==> src/rtl/jacaranda_pkg.sv <==
// Shared jacaranda-8 definitions: interrupt FSM states and vector/mask constants.
// Latency: n/a (declarations only). Backpressure: n/a.
package jacaranda_pkg;

    typedef enum logic {
        IDLE   = 1'b0,
        ACTIVE = 1'b1
    } state_t;

    localparam int VEC_STRIDE_LOG2 = 2;
    localparam int GIE_BIT         = 7;

endpackage

==> src/rtl/intr_ctrl_if.sv <==
// CPU/peripheral-facing signal bundle of the interrupt controller.
// Latency: n/a (wires only). Backpressure: none; the CPU samples take_intr when it fires.
interface intr_ctrl_if #(
    parameter int N_SRC = 4
);
    logic [N_SRC-1:0] irq;
    logic [7:0]       mask_wdata;
    logic             mask_we;
    logic [7:0]       pc_in;
    logic             boundary;
    logic             reti;
    logic             take_intr;
    logic [7:0]       intr_vector;
    logic             intr_en;
    logic [7:0]       ret_pc;
    logic [N_SRC-1:0] pending;
    logic [7:0]       mask;

    modport master (
        output irq, mask_wdata, mask_we, pc_in, boundary, reti,
        input  take_intr, intr_vector, intr_en, ret_pc, pending, mask
    );

    modport slave (
        input  irq, mask_wdata, mask_we, pc_in, boundary, reti,
        output take_intr, intr_vector, intr_en, ret_pc, pending, mask
    );
endinterface

==> src/rtl/intr_prio_enc.sv <==
// Lowest-index-wins priority encoder over the masked request vector.
// Latency: combinational. Backpressure: none.
module intr_prio_enc #(
    parameter int N_SRC = 4
) (
    input  logic [N_SRC-1:0] req,
    output logic             valid,
    output logic [2:0]       src
);
    // Scanning downward lets the lowest set index overwrite any higher one.
    always_comb begin
        valid = 1'b0;
        src   = 3'd0;
        for (int i = N_SRC - 1; i >= 0; i--) begin
            if (req[i]) begin
                valid = 1'b1;
                src   = 3'(i);
            end
        end
    end
endmodule

==> src/rtl/intr_ctrl.sv <==
// Edge-latching interrupt controller: masks requests, redirects the CPU at a boundary, no nesting.
// Latency: boundary at T -> take_intr/intr_en/vector/ret_pc at T+1; reti at R -> intr_en low at R+1.
// Backpressure: none; takes wait for boundary & GIE & idle, requests stay pending meanwhile.
module intr_ctrl
    import jacaranda_pkg::*;
#(
    parameter int         N_SRC    = 4,
    parameter logic [7:0] VEC_BASE = 8'hF0
) (
    input  logic        clock,
    input  logic        reset_n,
    intr_ctrl_if.slave  bus
);
    state_t           state_q, state_d;
    logic [N_SRC-1:0] irq_prev_q;
    logic [N_SRC-1:0] pending_q, pending_d;
    logic [7:0]       mask_q, mask_d;
    logic [7:0]       ret_pc_q, ret_pc_d;
    logic [7:0]       intr_vector_q, intr_vector_d;
    logic             take_intr_q, take_intr_d;
    logic             intr_en;

    logic [N_SRC-1:0] irq_edge;
    logic [N_SRC-1:0] req;
    logic [N_SRC-1:0] win_oh;
    logic             req_vld;
    logic [2:0]       src;
    logic             take;

    assign irq_edge = bus.irq & ~irq_prev_q;
    assign req      = pending_q & mask_q[N_SRC-1:0];

    intr_prio_enc #(.N_SRC(N_SRC)) u_prio (
        .req   (req),
        .valid (req_vld),
        .src   (src)
    );

    assign take   = (state_q == IDLE) && bus.boundary && mask_q[GIE_BIT] && req_vld;
    assign win_oh = take ? (N_SRC'(1) << src) : '0;

    // A fresh edge on the winning source is OR-ed in after the clear, so it survives.
    always_comb begin
        pending_d     = (pending_q & ~win_oh) | irq_edge;
        mask_d        = bus.mask_we ? bus.mask_wdata : mask_q;
        ret_pc_d      = take ? bus.pc_in : ret_pc_q;
        intr_vector_d = take ? 8'(VEC_BASE + ({5'd0, src} << VEC_STRIDE_LOG2)) : intr_vector_q;
        take_intr_d   = take;
    end

    always_ff @(posedge clock) begin
        if (!reset_n) begin
            state_q <= IDLE;
        end else begin
            state_q <= state_d;
        end
    end

    always_comb begin
        state_d = state_q;
        case (state_q)
            IDLE:    if (take)     state_d = ACTIVE;
            ACTIVE:  if (bus.reti) state_d = IDLE;
            default: state_d = IDLE;
        endcase
    end

    always_comb begin
        intr_en = (state_q == ACTIVE);
    end

    always_ff @(posedge clock) begin
        if (!reset_n) begin
            irq_prev_q    <= '0;
            pending_q     <= '0;
            mask_q        <= '0;
            ret_pc_q      <= '0;
            intr_vector_q <= '0;
            take_intr_q   <= 1'b0;
        end else begin
            irq_prev_q    <= bus.irq;
            pending_q     <= pending_d;
            mask_q        <= mask_d;
            ret_pc_q      <= ret_pc_d;
            intr_vector_q <= intr_vector_d;
            take_intr_q   <= take_intr_d;
        end
    end

    assign bus.take_intr   = take_intr_q;
    assign bus.intr_vector = intr_vector_q;
    assign bus.intr_en     = intr_en;
    assign bus.ret_pc      = ret_pc_q;
    assign bus.pending     = pending_q;
    assign bus.mask        = mask_q;
endmodule

==> src/flat_wrapper.sv <==
// flat-port wrapper written by rule: the top's interface ports become plain ports
module intr_ctrl_flat import jacaranda_pkg::*;
#(
    parameter int         N_SRC    = 4,
    parameter logic [7:0] VEC_BASE = 8'hF0
)
  (clock, reset_n, bus_irq, bus_mask_wdata, bus_mask_we, bus_pc_in, bus_boundary, bus_reti, bus_take_intr, bus_intr_vector, bus_intr_en, bus_ret_pc, bus_pending, bus_mask);
  intr_ctrl_if #(.N_SRC(N_SRC)) bus_i ();
  input  logic clock;
  input  logic reset_n;
  input wire logic [$bits(bus_i.irq)-1:0] bus_irq;
  input wire logic [$bits(bus_i.mask_wdata)-1:0] bus_mask_wdata;
  input wire logic [$bits(bus_i.mask_we)-1:0] bus_mask_we;
  input wire logic [$bits(bus_i.pc_in)-1:0] bus_pc_in;
  input wire logic [$bits(bus_i.boundary)-1:0] bus_boundary;
  input wire logic [$bits(bus_i.reti)-1:0] bus_reti;
  output wire logic [$bits(bus_i.take_intr)-1:0] bus_take_intr;
  output wire logic [$bits(bus_i.intr_vector)-1:0] bus_intr_vector;
  output wire logic [$bits(bus_i.intr_en)-1:0] bus_intr_en;
  output wire logic [$bits(bus_i.ret_pc)-1:0] bus_ret_pc;
  output wire logic [$bits(bus_i.pending)-1:0] bus_pending;
  output wire logic [$bits(bus_i.mask)-1:0] bus_mask;
  assign bus_i.irq = bus_irq;
  assign bus_i.mask_wdata = bus_mask_wdata;
  assign bus_i.mask_we = bus_mask_we;
  assign bus_i.pc_in = bus_pc_in;
  assign bus_i.boundary = bus_boundary;
  assign bus_i.reti = bus_reti;
  assign bus_take_intr = bus_i.take_intr;
  assign bus_intr_vector = bus_i.intr_vector;
  assign bus_intr_en = bus_i.intr_en;
  assign bus_ret_pc = bus_i.ret_pc;
  assign bus_pending = bus_i.pending;
  assign bus_mask = bus_i.mask;
  intr_ctrl #(.N_SRC(N_SRC), .VEC_BASE(VEC_BASE)) u_core (.clock(clock), .reset_n(reset_n), .bus(bus_i));
endmodule
==> config.mk <==
export PLATFORM = sky130hd
export DESIGN_NAME = intr_ctrl_flat
export DESIGN_NICKNAME = d
export VERILOG_FILES = /design/src/rtl/jacaranda_pkg.sv /design/src/rtl/intr_ctrl_if.sv /design/src/rtl/intr_prio_enc.sv /design/src/rtl/intr_ctrl.sv /design/src/flat_wrapper.sv
export SDC_FILE = /design/constraint.sdc
export NUM_CORES = 1
export LEC_CHECK = 0
export CAP_MARGIN = 20
export CORE_UTILIZATION = 36
export DETAILED_ROUTE_END_ITERATION = 16
export PLACE_DENSITY = 0.75
export REMOVE_ABC_BUFFERS = 1
export SLEW_MARGIN = 10
export SYNTH_ARGS = -nofsm -noshare
export SYNTH_HDL_FRONTEND = slang
export SYNTH_SLANG_ARGS = --single-unit
==> constraint.sdc <==
create_clock -name clock -period 1.2 [get_ports clock]
set_clock_uncertainty 0.1 [all_clocks]
set_input_delay 0.24 -clock clock [delete_from_list [all_inputs] [get_ports clock]]
set_output_delay 0.24 -clock clock [all_outputs]
set_load 0.05 [all_outputs]
### Met2 routing, run 1

Drawn at 6 px/µm.
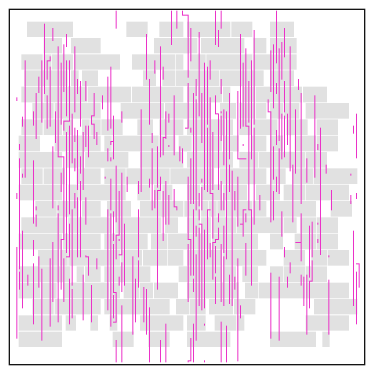
main direction: vertical
wire length on this layer: 1900 µm

### Power grid, run 1

Drawn at 8 px/µm. Pins as bars on the die edge. Tap cells in grey.
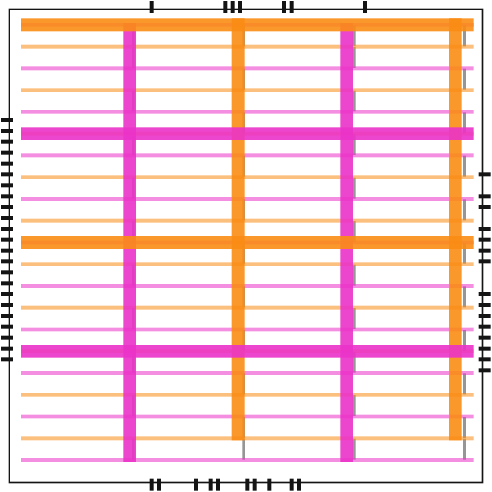
| colour | net |
|---|---|
| orange | VDD |
| magenta | VSS |
tap cells: 44
met5 straps: 4

==> flow_metrics.rpt, run 1 <==
PHYSICAL IMPLEMENTATION REPORT
----------------------------------------------------
[Logic synthesis]
  Most frequently used cell type in the post-synthesis netlist ........................ dfxtp_1
  Seq/Total Area, Yosys ........................ 49.7%
  Area share of the largest cell type after synthesis ........................ about half
  Number of storage elements in the synthesis netlist ........................ 29
  Yosys cell types ........................ 28
  Chip area in the Yosys report ........................ between 1000 and 1500 µm²
  Synth Instances ........................ 119
  Yosys Warn Count ........................ 0
  Yosys top cell by area ........................ dfxtp_1
  Number of synthesized flops with an enable pin ........................ 0
  Biggest area cells ........................ dfxtp_1 (50%), mux2i_1 (6.9%), nor2b_1 (5.9%)
  Most used standard cells in the synthesized netlist ........................ dfxtp_1 (29), nand2_1 (12), nor2b_1 (11)
  Syn_area_per_cell ........................ roughly 10 µm²
  Post-synth design cell area ........................ between 1000 and 1500 µm²
  Ys cells ........................ around 120
  Share of flip-flops with an asynchronous set or reset ........................ 0%

[GRT]
  Largest net degree at the start of global routing ........................ 29
  First-pass GRT wire length ........................ between 5000 and 6000 µm
  Remaining global-route overflow ........................ 0
  Via count of the first global-routing pass ........................ about 1300
  Aggregate global-route resource usage ........................ between 20% and 30%
  Number of antenna violations at the first check in global routing ........................ 0

[Detailed routing]
  Final wirelength ........................ 3500 µm
  First-pass iteration count of the detailed router ........................ 4
  Remaining number of nets flagged by the antenna check after routing ........................ 0
  Remaining routing DRC violations ........................ 0
  Vias ........................ roughly 1100
  Drt first-iter violations ........................ 16

[Final timing]
  Setup violators final ........................ 29
  Unrepaired setup endpoints after global routing ........................ yes
  Post-route setup slack ........................ -0.101 ns
  Final Hold Violation Tally ........................ 0
  Post-layout minimum cycle time ........................ around 1.3 ns
  Post-layout period usage of the worst path ........................ 108%
  Fin. max-slew vios ........................ 0
  Summed negative setup slack over all endpoints ........................ -1.72 ns

[Critical path]
  Crit path required time ........................ around 1.3 ns
  Reg-to-Reg Start ........................ u_core.bus.mask[2]
  Crit path from ........................ u_core.bus.mask[2]
  Top fanout value on the critical path ........................ 5

[Floorplanning]
  Die Span X ........................ just under 60 µm
  DIE HEIGHT ........................ 59.0 µm
  Top-Level Pins ........................ about 55
  Pre-placement core utilization ........................ about 38%
  Area of the placeable core ........................ roughly 3100 µm²
  Core Rows ........................ 20

[Clocking]
  Number of buffers between clock root and the deepest sink ........................ 2
  Clock buffers created by TritonCTS ........................ 5
  Post-CTS clock slew at the launch and capture registers of the worst setup and hold paths ........................ around 0.090 ns
  Number of clock sinks ........................ 29
  CTS tree ........................ done
  Max H-tree Level ........................ 2
  Insertion delay to the later sink of the worst-skew pair ........................ between 0.3 and 0.4 ns
  Hold bufs inserted after CTS ........................ 0
  Cell at the root of the clock tree ........................ clkbuf_4

[Layout]
  Gate Area ........................ roughly 600 µm²
  Area used by sequential logic in the layout ........................ roughly 620 µm²
  Inserted Diodes ........................ 0
  Layout cell share with drive strength beyond 1 ........................ a little under three fifths

[Place]
  Detailed-placement wirelength estimate ........................ around 2300 µm
  Port Buffers ........................ between 50 and 60
  Final RePlAce weighted congestion ........................ between 0.7 and 0.8

[Power and ir drop]
  Leakage ........................ 0.974 nW
  Max IR drop VDD ........................ roughly 0.00076 V
  Pwr/cell area ........................ approximately 910 nW/µm²

[Run status]
  Run status ........................ finished with violations
  Failing checks ........................ negative setup slack

[Run]
  Number of violations of the max-capacitance limit ........................ 0
  Log Warnings ........................ 27

[Worst hold path]
  Hold path startpoint ........................ u_core.bus.ret_pc[6]

----------------------------------------------------
### Pin map, run 1

Drawn at 8 px/µm. Pins as bars across the die edge, other pins in grey.
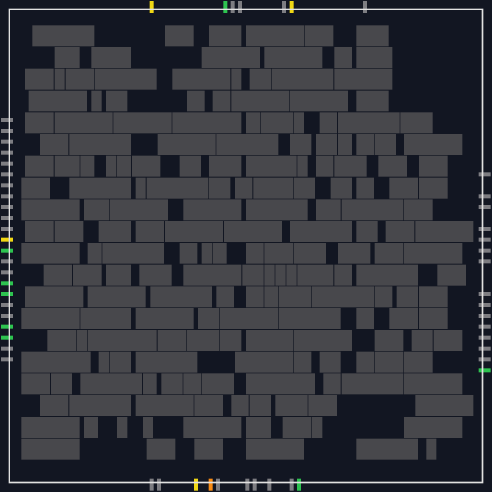
| colour | port | pins | direction | edge |
|---|---|---|---|---|
| yellow | bus_irq | 4 | input | 2 top, 1 bottom, 1 left |
| orange | bus_reti | 1 | input | bottom |
| green | bus_intr_vector | 8 | output | 5 left, 1 right, 1 bottom, 1 top |

### Signal wires by layer, run 1

Drawn at 6 px/µm. Only two layers are drawn.
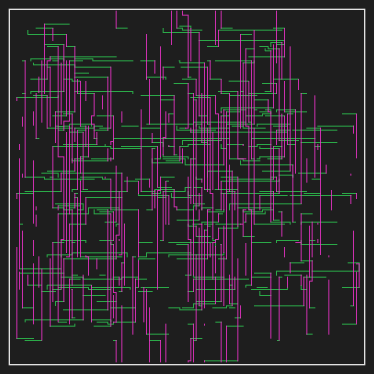
| colour | layer | wire length |
|---|---|---|
| green | M1 | 1250 µm |
| magenta | M2 | 1900 µm |

## run 1: power breakdown
group | switching, mW | internal, mW | leakage (nW)
clock network | 0.320 | 0.276 | 0.0314
registers | 0.0337 | 0.999 | 0.249
logic | 0.267 | 0.316 | 0.693
## run 1: path summary, 6_finish.rpt
kind,end,slack (ns),cells past startpoint
max,u_core.bus.intr_en,-0.10,4
min,u_core.bus.ret_pc[6],0.38,2
max reg2reg,u_core.bus.intr_en,-0.10,4
min reg2reg,u_core.bus.ret_pc[6],0.38,2
## run 1: area by class of cell
| class | instances | share of cell area, % |
|---|---|---|
| timing repair buffer | 79 | 44.7 |
| sequential | 29 | 25.7 |
| tap | 44 | 2.28 |
| multi-input combinational | 77 | 24.7 |
| clock buffer | 7 | 2.28 |
| inverter | 2 | 0.311 |
## run 1: worst max-delay path, stage by stage (launching register included)
cell and delay, ns:
dfxtp_2 0.34, a22oi_2 0.30, a21oi_4 0.13, buf_6 0.16
o21a_1 0.16
## run 1: registers in the layout, indices dropped and copies added (netlist names)
signal,count
u_core.bus.ret_pc,8
u_core.bus.mask,8
u_core.bus.intr_vector,3
u_core.bus.take_intr,1
u_core.bus.intr_en,1
u_core.irq_prev_q,4
u_core.bus.pending,4
## run 1: routing by layer
layer / GRT usage, % / part of all wire (%) / up-vias
met4: 11.9 / 2.5 / 0
met1: 20.0 / 36 / 528
li1: - / - / 543
met5: 0 / 0 / -
met3: 8.52 / 7.7 / 9
met2: 42.5 / 54 / 47
## run 1: repair_timing
item,in CTS,in global routing
gates cloned,2,0
setup endpoints to repair,40,36
pin swaps,10,9
buffers inserted,6,3
gates resized,54,12
## run 1: cell families after synthesis
kind of cell | count (synthesis) | synth area share (%)
AOI/OAI and AO/OA | 24 | 14.6
buffers and inverters | 14 | 7.39
DFF | 29 | 49.7
muxes | 8 | 6.85
other | 1 | 0.321
and+or+nand+nor | 43 | 21.2
## run 1: through the flow
| stage | area, µm² | total power, mW | utilization, % | hold slack, ns | worst slack (ns) |
|---|---|---|---|---|---|
| after floorplan | 1090 | 1.25 | - | 0.258 | -0.792 |
| after global placement | 2120 | 1.56 | 68.9 | 0.372 | -0.320 |
| after detailed placement | 2120 | 1.57 | 68.9 | 0.386 | -0.426 |
| after CTS | 2360 | 2.22 | 76.7 | 0.354 | -0.0942 |
| after global routing | 2420 | 2.30 | 78.5 | 0.386 | -0.147 |
| final | 2420 | 2.21 | 78.5 | 0.377 | -0.101 |
## run 1: cells in the final DEF (no fill, tap or decap), types with 2 or more instances in the layout
master           count
buf_12              30
clkdlybuf4s50_1     23
dfxtp_2             21
buf_6               14
nand2_1             12
nor2b_1             11
buf_4               11
mux2i_1              8
o21ai_1              7
nand3_2              7
clkbuf_4             5
and2_1               4
dfxtp_4              4
dfxtp_1              4
nand2b_1             3
o21ai_2              3
a22oi_2              2
inv_1                2
o21a_1               2
o21ai_0              2
conb_1               2
==> run 2: changes to the inputs <==
Settings changed: CAP_MARGIN 20 to unset.
### Cell placement, run 2

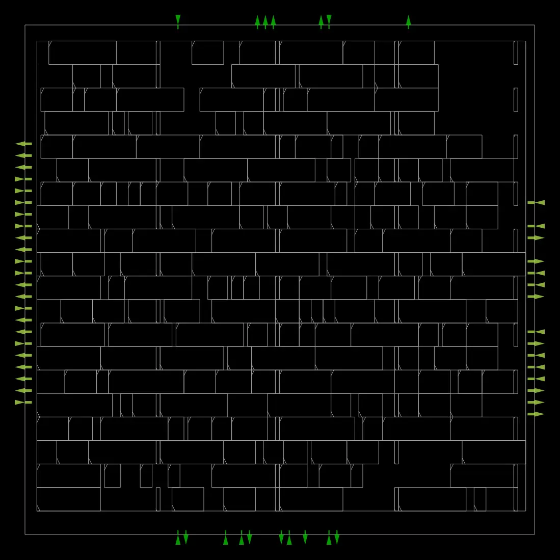
Finished Core Util: 78.5%
register share of the cell area: 25.7%

==> run 2 against run 1 <==
Against the previous run: the flow still finishes with violations (negative setup slack); flip-flop count did not move; sequential power barely moved; worst setup slack did not move; global-route usage did not move; clock power barely moved; register-to-register slack barely moved; hold slack did not move; maximum frequency did not move; via count did not move; core utilization did not move; synthesized cell count did not move; first-iteration DRC count did not move; critical endpoint unchanged; largest cell class unchanged.
==> flow_metrics.rpt, run 2 <==
PHYSICAL IMPLEMENTATION REPORT
----------------------------------------------------
[GRT]
  Remaining global-route overflow ........................ 0 (unchanged)
  Largest net degree at the start of global routing ........................ 29 (unchanged)
  Aggregate global-route resource usage ........................ 22.3% (unchanged)
  First-pass GRT wire length ........................ 5590 µm (unchanged)
  Number of antenna violations at the first check in global routing ........................ 0 (unchanged)
  Via count of the first global-routing pass ........................ 1295 (unchanged)

[Critical path]
  Arrival time worst endpoint ........................ 1.42 ns (about the same)
  Crit path required time ........................ 1.32 ns (about the same)
  Top fanout value on the critical path ........................ 5 (unchanged)
  Type of origin of the critical path ........................ register (unchanged)
  Reg2Reg Depth ........................ 4 (unchanged)
  Setup crit end kind ........................ register (unchanged)
  Critical path class ........................ register to register (unchanged)

[Power and ir drop]
  Max IR drop VDD ........................ 0.000756 V (unchanged)
  Pwr/cell area ........................ 915 nW/µm² (unchanged)
  Power after layout ........................ 2.21 mW (unchanged)
  Leakage ........................ 0.974 nW (unchanged)

[Logic synthesis]
  Most frequently used cell type in the post-synthesis netlist ........................ dfxtp_1 (unchanged)
  Flip-flop cell with the highest count after synthesis ........................ dfxtp_1 (unchanged)
  Biggest area cells ........................ dfxtp_1 (50%), mux2i_1 (6.9%), nor2b_1 (5.9%) (unchanged)
  Most used standard cells in the synthesized netlist ........................ dfxtp_1 (29), nand2_1 (12), nor2b_1 (11) (unchanged)
  Syn_area_per_cell ........................ 9.82 µm² (unchanged)
  Post-synth design cell area ........................ 1170 µm² (unchanged)
  Share of flip-flops with an asynchronous set or reset ........................ 0% (unchanged)
  Area share of the largest cell type after synthesis ........................ 49.7% (unchanged)
  Yosys Warn Count ........................ 0 (unchanged)
  Yosys cell types ........................ 28 (unchanged)
  Synth Instances ........................ 119 (unchanged)
  Number of synthesized flops with an enable pin ........................ 0 (unchanged)
  Chip area in the Yosys report ........................ 1170 µm² (unchanged)
  Seq/Total Area, Yosys ........................ 49.7% (unchanged)
  Yosys top cell by area ........................ dfxtp_1 (unchanged)
  Number of storage elements in the synthesis netlist ........................ 29 (unchanged)
  Ys cells ........................ 119 (unchanged)

[Floorplanning]
  Area of the placeable core ........................ 3080 µm² (unchanged)
  Top-Level Pins ........................ 55 (unchanged)
  Die Span X ........................ 59.0 µm (unchanged)
  Pre-placement core utilization ........................ 38.0% (unchanged)
  Core Rows ........................ 20 (unchanged)
  Area of the chip ........................ 3480 µm² (unchanged)
  DIE HEIGHT ........................ 59.0 µm (unchanged)

[Place]
  Placed Cells ........................ 222 (unchanged)
  Final RePlAce weighted congestion ........................ 0.794 (unchanged)
  Setup Slack @ Placement ........................ -0.426 ns (unchanged)
  Port Buffers ........................ 52 (unchanged)
  Detailed-placement wirelength estimate ........................ 2300 µm (unchanged)

[Final timing]
  Post-layout period usage of the worst path ........................ 108% (unchanged)
  Fmax achieved ........................ 769 MHz (unchanged)
  Final Hold Violation Tally ........................ 0 (unchanged)
  Post-layout minimum cycle time ........................ 1.30 ns (unchanged)
  Post-route setup slack ........................ -0.101 ns (unchanged)
  Fin. max-slew vios ........................ 0 (unchanged)
  Summed negative setup slack over all endpoints ........................ -1.72 ns (unchanged)
  Final Hold Slack ........................ 0.377 ns (unchanged)
  Setup violators final ........................ 29 (unchanged)
  Unrepaired setup endpoints after global routing ........................ yes (unchanged)

[Detailed routing]
  Final wirelength ........................ 3500 µm (unchanged)
  Drt first-iter violations ........................ 16 (unchanged)
  Remaining routing DRC violations ........................ 0 (unchanged)
  Remaining number of nets flagged by the antenna check after routing ........................ 0 (unchanged)
  Vias ........................ 1127 (unchanged)
  First-pass iteration count of the detailed router ........................ 4 (unchanged)
  Number of vias per cell after detailed routing ........................ 4.74 (unchanged)
  Mean routed wirelength per cell ........................ 14.7 µm (unchanged)

[Layout]
  Commonest cells after routing, fill and taps aside ........................ buf_12 (30), clkdlybuf4s50_1 (23), dfxtp_2 (21) (unchanged)
  Layout cell share with drive strength beyond 1 ........................ 55.7% (unchanged)
  Inserted Diodes ........................ 0 (unchanged)
  Top cell excl fill/tap ........................ buf_12 (unchanged)
  Gate Area ........................ 598 µm² (unchanged)
  Area used by sequential logic in the layout ........................ 622 µm² (unchanged)
  Final cell count without fillers ........................ 238 (unchanged)
  Area growth from synthesis to layout ........................ 107% (unchanged)
  Filler Cells Inserted ........................ 181 (unchanged)
  NumNets Final ........................ 219 (unchanged)

[Run status]
  Failing checks ........................ negative setup slack (unchanged)
  Run status ........................ finished with violations (unchanged)

[Run]
  Log Warnings ........................ 27 (unchanged)
  Number of violations of the max-capacitance limit ........................ 0 (unchanged)

[Worst hold path]
  Count of cells along the worst hold path ........................ 2 (unchanged)
  Path category of the worst min-delay check ........................ register to register (unchanged)

[Clocking]
  Max H-tree Level ........................ 2 (unchanged)
  Clock buffers created by TritonCTS ........................ 5 (unchanged)
  Cell at the root of the clock tree ........................ clkbuf_4 (unchanged)
  Insertion delay to the later sink of the worst-skew pair ........................ 0.32 ns (about the same)
  Number of clock sinks ........................ 29 (unchanged)
  Post-CTS clock slew at the launch and capture registers of the worst setup and hold paths ........................ 0.09 ns (about the same)
  Number of buffers between clock root and the deepest sink ........................ 2 (unchanged)
  Hold bufs inserted after CTS ........................ 0 (unchanged)
  CTS tree ........................ done (unchanged)

----------------------------------------------------
### Power grid, run 2

Drawn at 8 px/µm. Pins as bars on the die edge. Tap cells in grey.
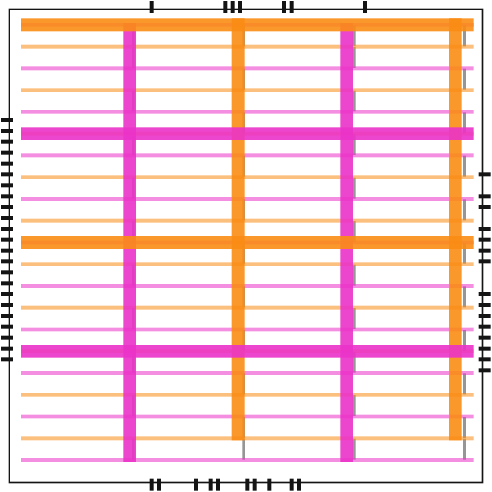
| colour | net |
|---|---|
| orange | VDD |
| magenta | VSS |
signal pins: 55
met1 rails: 21
met4 straps: 4
met5 straps: 4

## run 2: metrics by stage
stage | util, % | area (µm²)
6_report | 78.5 | 2420
5_1_grt | 78.5 | 2420
4_1_cts | 76.7 | 2360
3_5_place_dp | 68.9 | 2120
3_3_place_gp | 68.9 | 2120
2_1_floorplan | - | 1090
## run 2: layout make-up
class	instances	share of cell area, %
flip-flops and latches	29	25.7
well taps	44	2.28
multi-input cells	77	24.7
repair buffers	79	44.7
clock buffers	7	2.28
inverters	2	0.311
## run 2: final timing paths
kind,start,endpoint,slack [ns]
setup / recovery,u_core.bus.mask[2],u_core.bus.intr_en,-0.10
hold / removal,u_core.bus.ret_pc[6],u_core.bus.ret_pc[6],0.38
setup reg to reg,u_core.bus.mask[2],u_core.bus.intr_en,-0.10
hold reg to reg,u_core.bus.ret_pc[6],u_core.bus.ret_pc[6],0.38
## run 2: critical path, stage by stage, from the launching register on
cell and delay, ns:
dfxtp_2 0.34, a22oi_2 0.30, a21oi_4 0.13, buf_6 0.16, o21a_1 0.16
## run 2: metal layers
metal	wire length [µm]	GRT usage, %	vias up
met3	270	8.52	9
met5	0	0	-
li1	-	-	543
met4	87	11.9	0
met2	1900	42.5	47
met1	1250	20.0	528
## run 2: what timing repair did
| action | CTS | global route |
|---|---|---|
| buffers inserted | 6 | 3 |
| pin swaps | 10 | 9 |
| endpoints found under the hold margin | 0 | 0 |
| resized | 54 | 12 |
| gates cloned | 2 | 0 |
| endpoints found under the setup margin | 40 | 36 |
## run 2: logic make-up (layout without fill, tap and decap cells)
logic type	after synthesis	after routing	share of synthesized area (%)
other	1	2	0.321
flip-flops	29	29	49.7
AND-OR/OR-AND	24	24	14.6
buffers and inverters	14	88	7.39
multiplexers	8	8	6.85
AND/OR/NAND/NOR	43	43	21.2
## run 2: power by group
part	total (mW)	internal (mW)	leakage [nW]	switching, mW
clock	0.596	0.276	0.0314	0.320
combinational	0.583	0.316	0.693	0.267
sequential	1.03	0.999	0.249	0.0337
total	2.21	1.59	0.974	0.621
### Pin map, run 2

Drawn at 8 px/µm. Pins as bars across the die edge, other pins in grey.
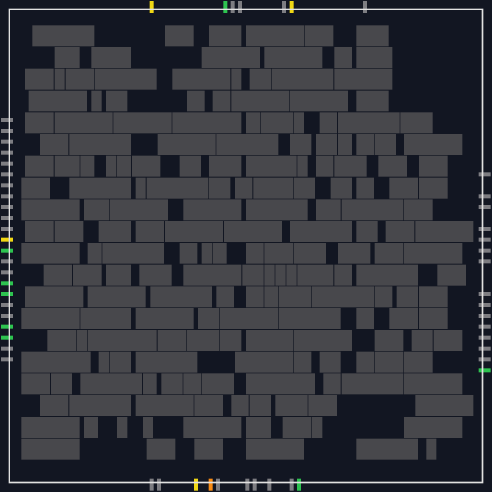

==> run 3: changes to the inputs <==
Settings changed: ABC_AREA set to 1, CORE_UTILIZATION 36 to 37.
### Pin map, run 3

Drawn at 8 px/µm. Pins as bars across the die edge, other pins in grey.
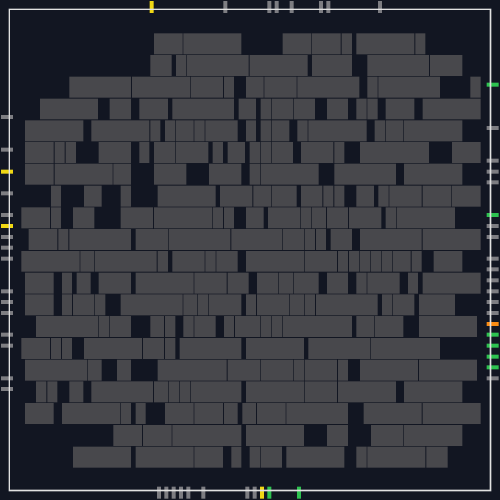
| colour | port | pins | direction | edge |
|---|---|---|---|---|
| green | bus_intr_vector | 8 | output | 6 right, 2 bottom |
| orange | bus_reti | 1 | input | right |
| yellow | bus_irq | 4 | input | 2 left, 1 bottom, 1 top |
all pins by edge: 20 right, 16 left, 11 bottom, 8 top

==> run 3 against run 2 <==
Against the previous run: the flow still finishes with violations (negative setup slack); flip-flop count is the same; first-iteration DRC count grew to 3.3 times the previous value; sequential power grew 4%; synthesized cell count grew 37%; critical endpoint is now u_core.bus.pending[1]; global-route usage shrank 1.8 points; hold slack lost 0.027 ns; critical path type unchanged; non-clock buffer count is the same; via count grew 24%; power grew 14%; worst setup slack lost 0.030 ns.
==> flow_metrics.rpt, run 3 <==
PHYSICAL IMPLEMENTATION REPORT
----------------------------------------------------
[Run status]
  Run status ........................ finished with violations (unchanged)
  Failing checks ........................ negative setup slack (unchanged)

[Detailed routing]
  Remaining number of nets flagged by the antenna check after routing ........................ 0 (unchanged)
  Mean routed wirelength per cell ........................ 14.4 µm (was 14.7 µm)
  Drt first-iter violations ........................ 53 (was 16)
  Vias ........................ 1400 (was 1127)
  Final wirelength ........................ 4150 µm (was 3500 µm)
  First-pass iteration count of the detailed router ........................ 4 (unchanged)
  Remaining routing DRC violations ........................ 0 (unchanged)
  Number of vias per cell after detailed routing ........................ 4.86 (was 4.74)

[Critical path]
  Crit path required time ........................ 1.32 ns (about the same)
  Kind of cell adding the most delay to the critical path ........................ simple AND/OR/NAND/NOR gates (was AND-OR/OR-AND gates)
  Reg-to-Reg Start ........................ u_core.bus.mask[0] (was u_core.bus.mask[2])
  Setup crit end kind ........................ register (unchanged)
  Critical path class ........................ register to register (unchanged)
  Count of buffering cells on the critical path with inverters included ........................ 2 (was 1)
  Reg2Reg Depth ........................ 8 (was 4)
  Arrival time worst endpoint ........................ 1.46 ns (was 1.42 ns)
  Crit path cell chain ........................ buf_6 > nand2_8 > nand2_8 > nand3_4 > inv_1 > nand2_1 > nand2_1 > nand2_1 (was a22oi_2 > a21oi_4 > buf_6 > o21a_1)
  Top fanout value on the critical path ........................ 4 (was 5)
  Register-to-register setup slack ........................ -0.13 ns (was -0.10 ns)
  Crit path from ........................ u_core.bus.mask[0] (was u_core.bus.mask[2])
  Crit path largest cell delay ........................ 0.36 ns (was 0.34 ns)
  Type of origin of the critical path ........................ register (unchanged)
  CP endpoint ........................ u_core.bus.pending[1] (was u_core.bus.intr_en)
  Most common cell type on the critical path ........................ nand2_1
  FF-to-FF End ........................ u_core.bus.pending[1] (was u_core.bus.intr_en)
  Critical path's slowest cell ........................ dfxtp_4 (was dfxtp_2)
  Instance count on the critical path ........................ 8 (was 4)

[Layout]
  Area used by sequential logic in the layout ........................ 623 µm² (was 622 µm²)
  Filler Cells Inserted ........................ 171 (was 181)
  Gate Area ........................ 674 µm² (was 598 µm²)
  Layout cell share with drive strength beyond 1 ........................ 48.0% (was 55.7%)
  Final cell count without fillers ........................ 288 (was 238)
  Commonest cells after routing, fill and taps aside ........................ nor2_1 (29), buf_12 (29), nand2_1 (25) (was buf_12 (30), clkdlybuf4s50_1 (23), dfxtp_2 (21))
  NumNets Final ........................ 269 (was 219)
  Area growth from synthesis to layout ........................ 107% (about the same)
  Inserted Diodes ........................ 0 (unchanged)

[Final timing]
  Post-layout minimum cycle time ........................ 1.33 ns (was 1.30 ns)
  Post-layout period usage of the worst path ........................ 111% (was 108%)
  Setup violators final ........................ 25 (was 29)
  Unrepaired setup endpoints after global routing ........................ yes (unchanged)
  Final Hold Violation Tally ........................ 0 (unchanged)
  Post-route setup slack ........................ -0.130 ns (was -0.101 ns)
  Fin. max-slew vios ........................ 0 (unchanged)
  Fmax achieved ........................ 752 MHz (was 769 MHz)

[Clocking]
  Max H-tree Level ........................ 2 (unchanged)
  Number of clock sinks ........................ 29 (unchanged)
  Number of buffers between clock root and the deepest sink ........................ 2 (unchanged)
  Cell at the root of the clock tree ........................ clkbuf_4 (unchanged)
  Clock buffers created by TritonCTS ........................ 5 (unchanged)
  CTS tree ........................ done (unchanged)
  Insertion delay to the later sink of the worst-skew pair ........................ 0.33 ns (was 0.32 ns)
  Post-CTS clock slew at the launch and capture registers of the worst setup and hold paths ........................ 0.09 ns (about the same)

[Logic synthesis]
  Share of flip-flops with an asynchronous set or reset ........................ 0% (unchanged)
  Syn_area_per_cell ........................ 7.63 µm² (was 9.82 µm²)
  Post-synth design cell area ........................ 1240 µm² (was 1170 µm²)
  Ys cells ........................ 163 (was 119)
  Area share of the largest cell type after synthesis ........................ 46.7% (was 49.7%)
  Most frequently used cell type in the post-synthesis netlist ........................ nor2_1 (was dfxtp_1)
  Number of storage elements in the synthesis netlist ........................ 29 (unchanged)
  Yosys cell types ........................ 23 (was 28)
  Most used standard cells in the synthesized netlist ........................ nor2_1 (35), dfxtp_1 (29), nand2_1 (29) (was dfxtp_1 (29), nand2_1 (12), nor2b_1 (11))
  Chip area in the Yosys report ........................ 1240 µm² (was 1170 µm²)
  Yosys Warn Count ........................ 0 (unchanged)
  Flip-flop cell with the highest count after synthesis ........................ dfxtp_1 (unchanged)
  Seq/Total Area, Yosys ........................ 46.7% (was 49.7%)
  Biggest area cells ........................ dfxtp_1 (47%), nor2_1 (11%), nand2_1 (8.8%) (was dfxtp_1 (50%), mux2i_1 (6.9%), nor2b_1 (5.9%))
  Yosys top cell by area ........................ dfxtp_1 (unchanged)
  Number of synthesized flops with an enable pin ........................ 0 (unchanged)
  Synth Instances ........................ 163 (was 119)

[Floorplanning]
  DIE HEIGHT ........................ 60.0 µm (was 59.0 µm)
  Area of the chip ........................ 3600 µm² (was 3480 µm²)
  Area of the placeable core ........................ 3130 µm² (was 3080 µm²)
  Top-Level Pins ........................ 55 (unchanged)
  Pre-placement core utilization ........................ 39.8% (was 38.0%)
  Core Rows ........................ 20 (unchanged)
  Die Span X ........................ 60.0 µm (was 59.0 µm)

[GRT]
  First-pass GRT wire length ........................ 5340 µm (was 5590 µm)
  Met1 track demand over resource ........................ 19.0% (was 20.0%)
  Number of antenna violations at the first check in global routing ........................ 0 (unchanged)
  Via count of the first global-routing pass ........................ 1308 (was 1295)
  Remaining global-route overflow ........................ 0 (unchanged)
  Busiest layer in global routing ........................ met2 (unchanged)
  GR Layer Usage met2 ........................ 38.3% (was 42.5%)
  Aggregate global-route resource usage ........................ 20.5% (was 22.3%)
  Largest net degree at the start of global routing ........................ 12 (was 29)
  Met3 usage ........................ 8.87% (was 8.52%)

[Power and ir drop]
  Max IR drop VDD ........................ 0.000811 V (was 0.000756 V)
  Leakage ........................ 1.20 nW (was 0.974 nW)
  Power after layout ........................ 2.52 mW (was 2.21 mW)
  Pwr/cell area ........................ 979 nW/µm² (was 915 nW/µm²)

[Worst hold path]
  Path category of the worst min-delay check ........................ primary input to register (was register to register)

[Run]
  Log Warnings ........................ 27 (unchanged)
  Number of violations of the max-capacitance limit ........................ 0 (unchanged)

[Place]
  Final RePlAce weighted congestion ........................ 0.783 (was 0.794)
  Port Buffers ........................ 52 (unchanged)
  Placed Cells ........................ 266 (was 222)
  Detailed-placement wirelength estimate ........................ 2240 µm (was 2300 µm)

----------------------------------------------------
### Power grid, run 3

Drawn at 8 px/µm. Pins as bars on the die edge. Tap cells in grey.
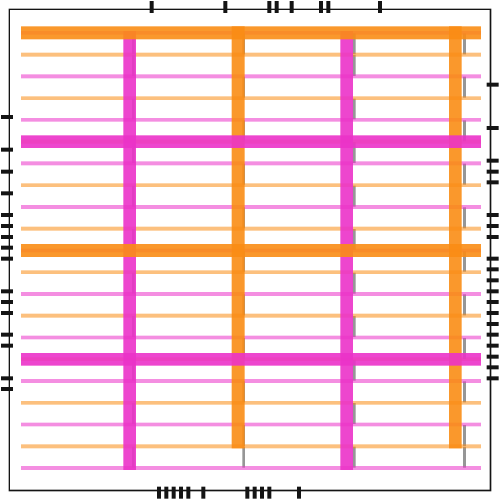
| colour | net |
|---|---|
| orange | VDD |
| magenta | VSS |
met4 straps: 4
rows: 20

run 3: how the worst min path moves through the flow:
stage,startpoint,end,cells past startpoint
floorplan,bus_irq[3],u_core.irq_prev_q[3],2
global placement,u_core.irq_prev_q[0],u_core.bus.pending[0],1
detailed placement,u_core.irq_prev_q[0],u_core.bus.pending[0],1
CTS,u_core.irq_prev_q[0],u_core.bus.pending[0],1
global route,bus_irq[3],u_core.irq_prev_q[3],3
finish,bus_irq[3],u_core.irq_prev_q[3],3
run 3: cells by family after synthesis:
family                 share of synthesized area (%)
buffers and inverters                           11.2
flip-flops                                      46.7
AND-OR/OR-AND                                   6.24
other                                          0.302
AND/OR/NAND/NOR                                 35.6
run 3: power by group:
part           switching, mW  internal [mW]  leakage (nW)
combinational          0.433          0.428         0.915
clock                  0.317          0.276        0.0314
sequential            0.0508           1.02         0.249
total                  0.801           1.72          1.20
run 3: final cells by class:
cell class	count	share of cell area, %
inverter	20	3.40
timing repair buffer	79	41.7
timing repair inverter	1	0.194
multi-input combinational	108	26.2
sequential	29	24.2
clock buffer	7	2.14
tap	44	2.14
run 3: timing repair:
action	in CTS	in global routing
cloned	1	2
pin swaps	1	14
setup endpoints to repair	29	29
hold buffers	0	0
setup buffers	8	5
resized	41	39
run 3: tightest hold or removal path, cell delays in order:
cell and delay [ns]:
clkdlybuf4s50_1 0.40, nand2_1 0.07, inv_1 0.04
run 3: through the flow:
step	hold slack, ns	util (%)	setup TNS [ns]	setup slack (ns)	cell area, µm²
after floorplan	0.245	-	-7.57	-0.768	1180
after global placement	0.313	69.2	-6.21	-0.352	2160
after detailed placement	0.332	69.2	-6.48	-0.369	2160
after CTS	0.329	75.8	-0.953	-0.0956	2370
after global routing	0.347	82.3	-2.83	-0.192	2570
final	0.350	82.3	-1.58	-0.130	2570
run 3: layer usage:
metal  share of wire [%]  wire length, µm
met3                 7.1              295
met5                   0                0
met1                  35             1470
met2                  55             2290
met4                 2.3               97
Power figures rest on the tool's default switching activity, not on a simulated workload.
